`config.mk`:
```
export PLATFORM = sky130hd
export DESIGN_NAME = regfile_writeback_queue_flat
export DESIGN_NICKNAME = d
export VERILOG_FILES = /design/src/rtl/regfile_writeback_queue_pkg.sv /design/src/rtl/regfile_writeback_queue_if.sv /design/src/rtl/regfile_fwd_match.sv /design/src/rtl/regfile_writeback_queue.sv /design/src/flat_wrapper.sv
export SDC_FILE = /design/constraint.sdc
export NUM_CORES = 1
export LEC_CHECK = 0
export ABC_AREA = 1
export CAP_MARGIN = 20
export CORE_MARGIN = 2
export CORE_UTILIZATION = 32
export CTS_CLUSTER_DIAMETER = 200
export DETAILED_ROUTE_END_ITERATION = 6
export GPL_TIMING_DRIVEN = 0
export PLACE_DENSITY = 0.52
export REMOVE_ABC_BUFFERS = 1
export SETUP_SLACK_MARGIN = 0.15
export SYNTH_ARGS = -nofsm -noshare
export SYNTH_HDL_FRONTEND = slang
export SYNTH_SLANG_ARGS = --single-unit
```
`constraint.sdc`:
```
create_clock -name clk -period 3.1 [get_ports clk]
set_input_delay 0.31 -clock clk [delete_from_list [all_inputs] [get_ports clk]]
set_output_delay 0.31 -clock clk [all_outputs]
set_load 0.005 [all_outputs]
```
`src/rtl/regfile_writeback_queue_pkg.sv`:
```
// Shared types and constants for the register-file writeback queue.
package regfile_writeback_queue_pkg;

  localparam int ADDR_W   = 5;
  localparam int DATA_W   = 64;
  localparam int NUM_REGS = 32;

  // Hardwired-zero register; only honoured when the queue is built with ZERO_REG_EN=1.
  localparam logic [ADDR_W-1:0] ZERO_REG = ADDR_W'(31);

  // One queued result as seen by the forwarding search.
  typedef struct packed {
    logic [ADDR_W-1:0] rd;
    logic [DATA_W-1:0] data;
    logic              valid;
  } wb_entry_t;

endpackage

```
`src/rtl/regfile_writeback_queue_if.sv`:
```
// Bundle of producer handshake, register-file write port, read-port snoop and occupancy.
interface regfile_writeback_queue_if
  import regfile_writeback_queue_pkg::*;
#(
  parameter int DEPTH = 4
) ();

  localparam int CNT_W = $clog2(DEPTH + 1);

  logic              in_valid;
  logic              in_ready;
  logic [ADDR_W-1:0] in_rd;
  logic [DATA_W-1:0] in_data;
  logic              wb_hold;
  logic              reg_write;
  logic [ADDR_W-1:0] write_register;
  logic [DATA_W-1:0] write_data;
  logic [ADDR_W-1:0] read_register_1;
  logic [ADDR_W-1:0] read_register_2;
  logic              fwd_hit_1;
  logic [DATA_W-1:0] fwd_data_1;
  logic              fwd_hit_2;
  logic [DATA_W-1:0] fwd_data_2;
  logic [CNT_W-1:0]  count;

  // Pipeline side: produces results, holds writeback, issues read addresses.
  modport master (
    output in_valid, in_rd, in_data, wb_hold, read_register_1, read_register_2,
    input  in_ready, reg_write, write_register, write_data,
           fwd_hit_1, fwd_data_1, fwd_hit_2, fwd_data_2, count
  );

  // Queue side.
  modport slave (
    input  in_valid, in_rd, in_data, wb_hold, read_register_1, read_register_2,
    output in_ready, reg_write, write_register, write_data,
           fwd_hit_1, fwd_data_1, fwd_hit_2, fwd_data_2, count
  );

endinterface

```
`src/rtl/regfile_fwd_match.sv`:
```
// Youngest-match search over the occupied queue slots for one read address.
module regfile_fwd_match
  import regfile_writeback_queue_pkg::*;
#(
  parameter  int DEPTH = 4,
  localparam int PTR_W = $clog2(DEPTH),
  localparam int CNT_W = $clog2(DEPTH + 1)
) (
  input  wb_entry_t [DEPTH-1:0] entries_i,
  input  logic [PTR_W-1:0]      head_i,
  input  logic [CNT_W-1:0]      count_i,
  input  logic [ADDR_W-1:0]     raddr_i,
  output logic                  hit_o,
  output logic [DATA_W-1:0]     data_o
);

  logic [PTR_W-1:0] idx;

  // Walk from head (oldest) toward tail; a later match overrides, so the youngest wins.
  always_comb begin
    hit_o  = 1'b0;
    data_o = '0;
    idx    = head_i;
    for (int i = 0; i < DEPTH; i++) begin
      idx = head_i + PTR_W'(i);
      if ((CNT_W'(i) < count_i) && entries_i[idx].valid && (entries_i[idx].rd == raddr_i)) begin
        hit_o  = 1'b1;
        data_o = entries_i[idx].data;
      end
    end
  end

endmodule

```
`src/rtl/regfile_writeback_queue.sv`:
```
// In-order writeback FIFO feeding the register file's single write port, with read bypass.
module regfile_writeback_queue
  import regfile_writeback_queue_pkg::*;
#(
  parameter int DEPTH       = 4,
  parameter bit ZERO_REG_EN = 1'b0
) (
  input  logic                      clk,
  input  logic                      rst_n,
  regfile_writeback_queue_if.slave  wbq
);

  localparam int PTR_W = $clog2(DEPTH);
  localparam int CNT_W = $clog2(DEPTH + 1);

  logic [PTR_W-1:0]  head_q, head_d;
  logic [PTR_W-1:0]  tail_q, tail_d;
  logic [CNT_W-1:0]  count_q, count_d;
  logic [DEPTH-1:0]  vld_q;
  logic [ADDR_W-1:0] rd_q   [DEPTH];
  logic [DATA_W-1:0] data_q [DEPTH];

  wb_entry_t [DEPTH-1:0] entries;
  logic                  push;
  logic                  store;
  logic                  pop;
  logic                  not_empty;

  // Handshake, drain and occupancy decode; writes to the zero register complete but are dropped.
  always_comb begin
    not_empty = (count_q != '0);
    wbq.in_ready = (count_q < CNT_W'(DEPTH));
    push  = wbq.in_valid && wbq.in_ready;
    store = push && !(ZERO_REG_EN && (wbq.in_rd == ZERO_REG));
    wbq.reg_write      = not_empty && !wbq.wb_hold;
    pop                = wbq.reg_write;
    wbq.write_register = not_empty ? rd_q[head_q]   : '0;
    wbq.write_data     = not_empty ? data_q[head_q] : '0;
    wbq.count          = count_q;
  end

  // Next-state for pointers and occupancy; push and pop together leave count unchanged.
  always_comb begin
    head_d  = head_q;
    tail_d  = tail_q;
    count_d = count_q;
    if (store) tail_d = tail_q + PTR_W'(1);
    if (pop)   head_d = head_q + PTR_W'(1);
    case ({store, pop})
      2'b10:   count_d = count_q + CNT_W'(1);
      2'b01:   count_d = count_q - CNT_W'(1);
      default: count_d = count_q;
    endcase
  end

  // Control state: pointers and occupancy, cleared by reset.
  always_ff @(posedge clk) begin
    if (!rst_n) begin
      head_q  <= '0;
      tail_q  <= '0;
      count_q <= '0;
    end else begin
      head_q  <= head_d;
      tail_q  <= tail_d;
      count_q <= count_d;
    end
  end

  // Entry-valid bits; store and pop never hit the same slot because the queue is neither empty nor full then.
  always_ff @(posedge clk) begin
    if (!rst_n) begin
      vld_q <= '0;
    end else begin
      if (pop)   vld_q[head_q] <= 1'b0;
      if (store) vld_q[tail_q] <= 1'b1;
    end
  end

  // Entry payload; not reset since it is only observed through the valid bits and count.
  always_ff @(posedge clk) begin
    if (store) begin
      rd_q[tail_q]   <= wbq.in_rd;
      data_q[tail_q] <= wbq.in_data;
    end
  end

  // Present the slots as structs for the forwarding search.
  always_comb begin
    for (int i = 0; i < DEPTH; i++) begin
      entries[i] = '{rd: rd_q[i], data: data_q[i], valid: vld_q[i]};
    end
  end

  regfile_fwd_match #(.DEPTH(DEPTH)) u_fwd_1 (
    .entries_i (entries),
    .head_i    (head_q),
    .count_i   (count_q),
    .raddr_i   (wbq.read_register_1),
    .hit_o     (wbq.fwd_hit_1),
    .data_o    (wbq.fwd_data_1)
  );

  regfile_fwd_match #(.DEPTH(DEPTH)) u_fwd_2 (
    .entries_i (entries),
    .head_i    (head_q),
    .count_i   (count_q),
    .raddr_i   (wbq.read_register_2),
    .hit_o     (wbq.fwd_hit_2),
    .data_o    (wbq.fwd_data_2)
  );

endmodule

```
`src/flat_wrapper.sv`:
```
// flat-port wrapper written by rule: the top's interface ports become plain ports
module regfile_writeback_queue_flat import regfile_writeback_queue_pkg::*;
#(
  parameter int DEPTH       = 4,
  parameter bit ZERO_REG_EN = 1'b0
)
  (clk, rst_n, wbq_in_valid, wbq_in_rd, wbq_in_data, wbq_wb_hold, wbq_read_register_1, wbq_read_register_2, wbq_in_ready, wbq_reg_write, wbq_write_register, wbq_write_data, wbq_fwd_hit_1, wbq_fwd_data_1, wbq_fwd_hit_2, wbq_fwd_data_2, wbq_count);
  regfile_writeback_queue_if #(.DEPTH(DEPTH)) wbq_i ();
  input  logic clk;
  input  logic rst_n;
  input wire logic [$bits(wbq_i.in_valid)-1:0] wbq_in_valid;
  input wire logic [$bits(wbq_i.in_rd)-1:0] wbq_in_rd;
  input wire logic [$bits(wbq_i.in_data)-1:0] wbq_in_data;
  input wire logic [$bits(wbq_i.wb_hold)-1:0] wbq_wb_hold;
  input wire logic [$bits(wbq_i.read_register_1)-1:0] wbq_read_register_1;
  input wire logic [$bits(wbq_i.read_register_2)-1:0] wbq_read_register_2;
  output wire logic [$bits(wbq_i.in_ready)-1:0] wbq_in_ready;
  output wire logic [$bits(wbq_i.reg_write)-1:0] wbq_reg_write;
  output wire logic [$bits(wbq_i.write_register)-1:0] wbq_write_register;
  output wire logic [$bits(wbq_i.write_data)-1:0] wbq_write_data;
  output wire logic [$bits(wbq_i.fwd_hit_1)-1:0] wbq_fwd_hit_1;
  output wire logic [$bits(wbq_i.fwd_data_1)-1:0] wbq_fwd_data_1;
  output wire logic [$bits(wbq_i.fwd_hit_2)-1:0] wbq_fwd_hit_2;
  output wire logic [$bits(wbq_i.fwd_data_2)-1:0] wbq_fwd_data_2;
  output wire logic [$bits(wbq_i.count)-1:0] wbq_count;
  assign wbq_i.in_valid = wbq_in_valid;
  assign wbq_i.in_rd = wbq_in_rd;
  assign wbq_i.in_data = wbq_in_data;
  assign wbq_i.wb_hold = wbq_wb_hold;
  assign wbq_i.read_register_1 = wbq_read_register_1;
  assign wbq_i.read_register_2 = wbq_read_register_2;
  assign wbq_in_ready = wbq_i.in_ready;
  assign wbq_reg_write = wbq_i.reg_write;
  assign wbq_write_register = wbq_i.write_register;
  assign wbq_write_data = wbq_i.write_data;
  assign wbq_fwd_hit_1 = wbq_i.fwd_hit_1;
  assign wbq_fwd_data_1 = wbq_i.fwd_data_1;
  assign wbq_fwd_hit_2 = wbq_i.fwd_hit_2;
  assign wbq_fwd_data_2 = wbq_i.fwd_data_2;
  assign wbq_count = wbq_i.count;
  regfile_writeback_queue #(.DEPTH(DEPTH), .ZERO_REG_EN(ZERO_REG_EN)) u_core (.clk(clk), .rst_n(rst_n), .wbq(wbq_i));
endmodule
```
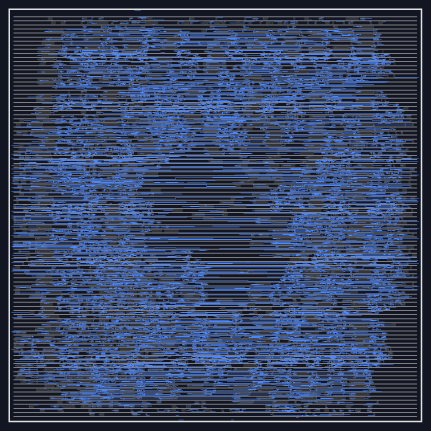
Fig. 1. M1 wires (run 1).
(1.5 px per µm) Supply wires on this layer in gray. Cells faint in the background.
nets with wire on the layer	3887
longest straight run	103 µm
main direction	horizontal
wire length on this layer	47.8 mm

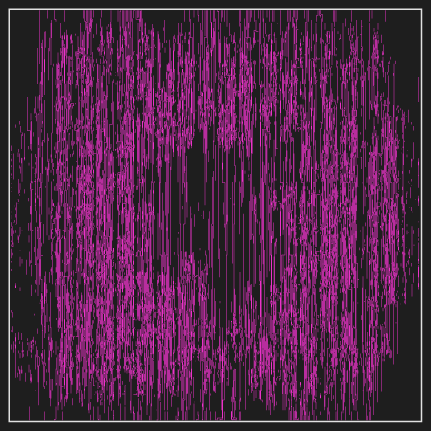
Fig. 2. Metal 2 (run 1).
(1.5 px per µm)
main direction	vertical
nets with wire on the layer	3087
wire length on this layer	55.5 mm
share of all routed wire	45%

==> flow_summary.ini, run 1 <==
; generated from flow reports
[status]
violations = DRC, setup timing
outcome = finished with violations

[pwr]
leakagePower_nw = 14.9
swShare_pct = 48.0

[floorplanning]
num_tap_cells = 950

[yosys]
ys_cells = 3691
topCombFamilyByArea = simple AND/OR/NAND/NOR gates
synth-area-yosys_um2 = 23300
post-synth-top-count-cell = nand2_1
netlist.top_cell.by_area = edfxtp_1
synthCells = 3691

[cts]
numClockSinks = 289
clk_latency_ns = 0.57

[cells_and_area]
num-clock-buffers = 41
layout.non_clock_inverters = 323
sequential_cell_area_share_pct = 25.2
final.fill_count = 7035

[place]
numPortBuffers = 286
globalplace.congestion = 0.782

[route]
total_length_of_routed_met2_wires_um = 55500
met3_length_um = 11600
route.detailed.drc = 1
wl_per_cell_um = 24.0

[sta]
final.setup_skew_ns = 0.0180
final-setup-viol-count = 130
final_min_period_over_clock_period_pct = 132
final.setup.worst_slack_ns = -0.988
tightestPinTransition_ns = 0.738

[worst_hold_path]
min_path_cells = 1

[job]
maxCapViolCount = 0

[global_routing]
grt.met1_usage_pct = 39.5
largest_net_degree_at_the_start_of_global_routing = 157
grt_pass1_wl_um = 170000
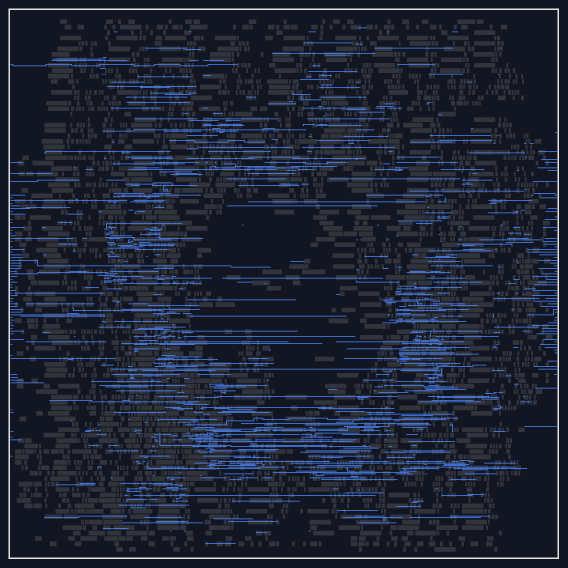
Fig. 3. The metal 3 layer (run 1).
(2 px per µm) Cells faint in the background.
share of all routed wire	9.5%
nets with wire on the layer	485
wire length on this layer	11600 µm
longest straight run	132 µm

run 1: registers in the layout, summed over array words and instances, names as in the netlist, named ones only:
| register | cells |
|---|---|
| u_core.data_q | 256 |
| u_core.tail_q | 2 |
| u_core.head_q | 2 |
| u_core.vld_q | 4 |
| u_core.rd_q | 20 |
| u_core.wbq.count | 3 |
run 1: worst paths after layout:
| check | end | slack [ns] |
|---|---|---|
| hold reg to reg | u_core.vld_q[3] | 0.49 |
| setup reg to reg | register | 0.86 |
| setup / recovery | wbq_fwd_data_2[37] | -0.99 |
| hold / removal | u_core.data_q[0][41] | 0.38 |
==> run 2, diff against run 1 <==
--- a/config.mk
+++ b/config.mk
@@ -18,3 +18,4 @@
 export SYNTH_ARGS = -nofsm -noshare
 export SYNTH_HDL_FRONTEND = slang
 export SYNTH_SLANG_ARGS = --single-unit
+export TNS_END_PERCENT = 100
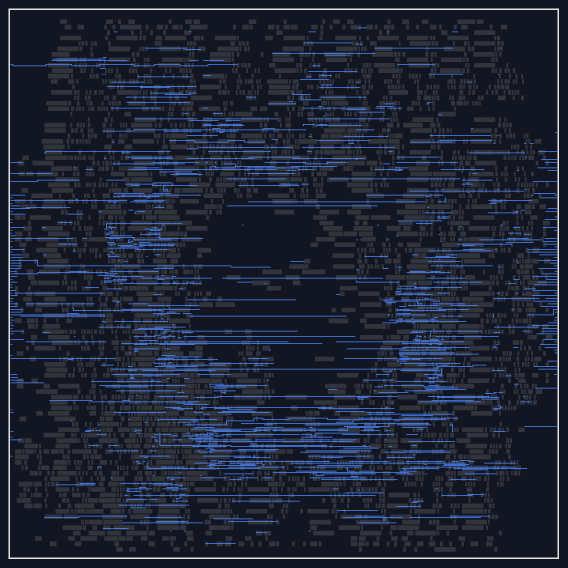
Fig. 4. The metal 3 layer (run 2).
(2 px per µm) Cells faint in the background.
nets with wire on the layer	485
main direction	horizontal

==> run 2 against run 1 <==
  * The flow still finishes with violations (DRC, setup timing)
  * Clock skew stayed put
  * Clock power about the same
  * Sequential power hardly changed
  * Setup slack unchanged
  * Hold slack is the same
  * First-iteration DRC count did not move
  * Final cell count unchanged
  * Count of clock-buffer cells in the layout did not move
==> flow_summary.ini, run 2 <==
; generated from flow reports
[pwr]
swShare_pct = 48.0
leakagePower_nw = 14.9

[route]
wirelength_um = 122000
route.detailed.drc = 1
drtIter0Drc = 2890
met3_length_um = 11600
wl_per_cell_um = 24.0
total_length_of_routed_met2_wires_um = 55500
vias_per_cell = 5.43

[status]
violations = DRC, setup timing
outcome = finished with violations

[yosys]
ys_cells = 3691
top_cells_by_area = edfxtp_1 36%, nand2_1 19%, o21ai_0 14%, nor2_1 7.7%, a21oi_1 5.1%
netlist.top_cell.by_area = edfxtp_1
synthCells = 3691
syn_avg_cell_area_um2 = 6.31
number_of_enable_flip_flop_cells = 276
post_synth_fa_ha_maj_area_fraction_pct = 0.645
synth-area-yosys_um2 = 23300
top_post_synthesis_cells_by_count = 1165 x nand2_1, 643 x o21ai_0, 478 x nor2_1
post-synth-top-count-cell = nand2_1
topCombFamilyByArea = simple AND/OR/NAND/NOR gates
synth-async-reset-ratio_pct = 0

[global_routing]
largest_net_degree_at_the_start_of_global_routing = 157
grt_pass1_wl_um = 170000
use_met2_pct = 51.3
grt.met1_usage_pct = 39.5

[cts]
numClockSinks = 289
post-cts-setup-buffer-count = 213
clk_latency_ns = 0.57

[cells_and_area]
final.fill_count = 7035
drive_gt1_share_pct = 21.3
largest-register = u_core.data_q
largestRegisters = u_core.data_q x256, u_core.rd_q x20, u_core.vld_q x4
max_reg_flops = 256

[worst_hold_path]
worstHoldEndpoint = u_core.data_q[0][41]
min_path_cells = 1

[sta]
final.setup.worst_slack_ns = -0.988
tightestPinTransition_ns = 0.738
final.setup_skew_ns = 0.0180
final_min_period_over_clock_period_pct = 132
final-setup-viol-count = 130

[critical_path]
endpoint = wbq_fwd_data_2[37]
r2r_setup_slack_ns = 0.86

[floorplanning]
floorplan.die.height_um = 274

[place]
numPortBuffers = 286
globalplace.congestion = 0.782

[job]
maxCapViolCount = 0
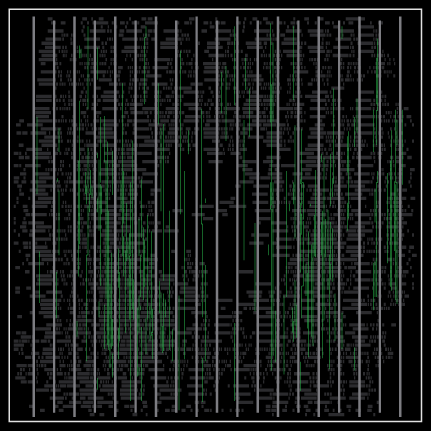
Fig. 5. Metal 4 (run 2).
(1.5 px per µm) Supply wires on this layer in gray. Cells faint in the background.
longest straight run	135 µm
nets with wire on the layer	119
main direction	vertical
wire length on this layer	7130 µm

[run 2: cell counts after synthesis]
No cell type changed its count.
[run 2: stage by stage]
stage | setup slack [ns] | hold slack, ns
global route | -1.09 | 0.373
finish | -0.988 | 0.377
detailed placement | -3.85 | 0.487
floorplan | -13.36 | 0.409
global placement | -25.92 | 0.480
CTS | -1.02 | 0.349
[run 2: worst max-delay path, delay by kind of cell (launching register included)]
kind	cells	cell delay [ns]
AND-OR/OR-AND	1	0.06
flip-flops	1	0.39
AND/OR/NAND/NOR	9	0.74
adder cells (fa/ha/maj)	1	0.33
buffers and inverters	13	1.60
[run 2: layout make-up]
class,count,share of cell area (%)
sequential,289,25.2
multi-input combinational,2829,40.9
clock buffer,41,2.82
timing repair buffer,623,22.9
timing repair inverter,10,0.294
inverter,313,3.91
tap,950,3.49
clock inverter,21,0.526
Power figures rest on the tool's default switching activity, not on a simulated workload.
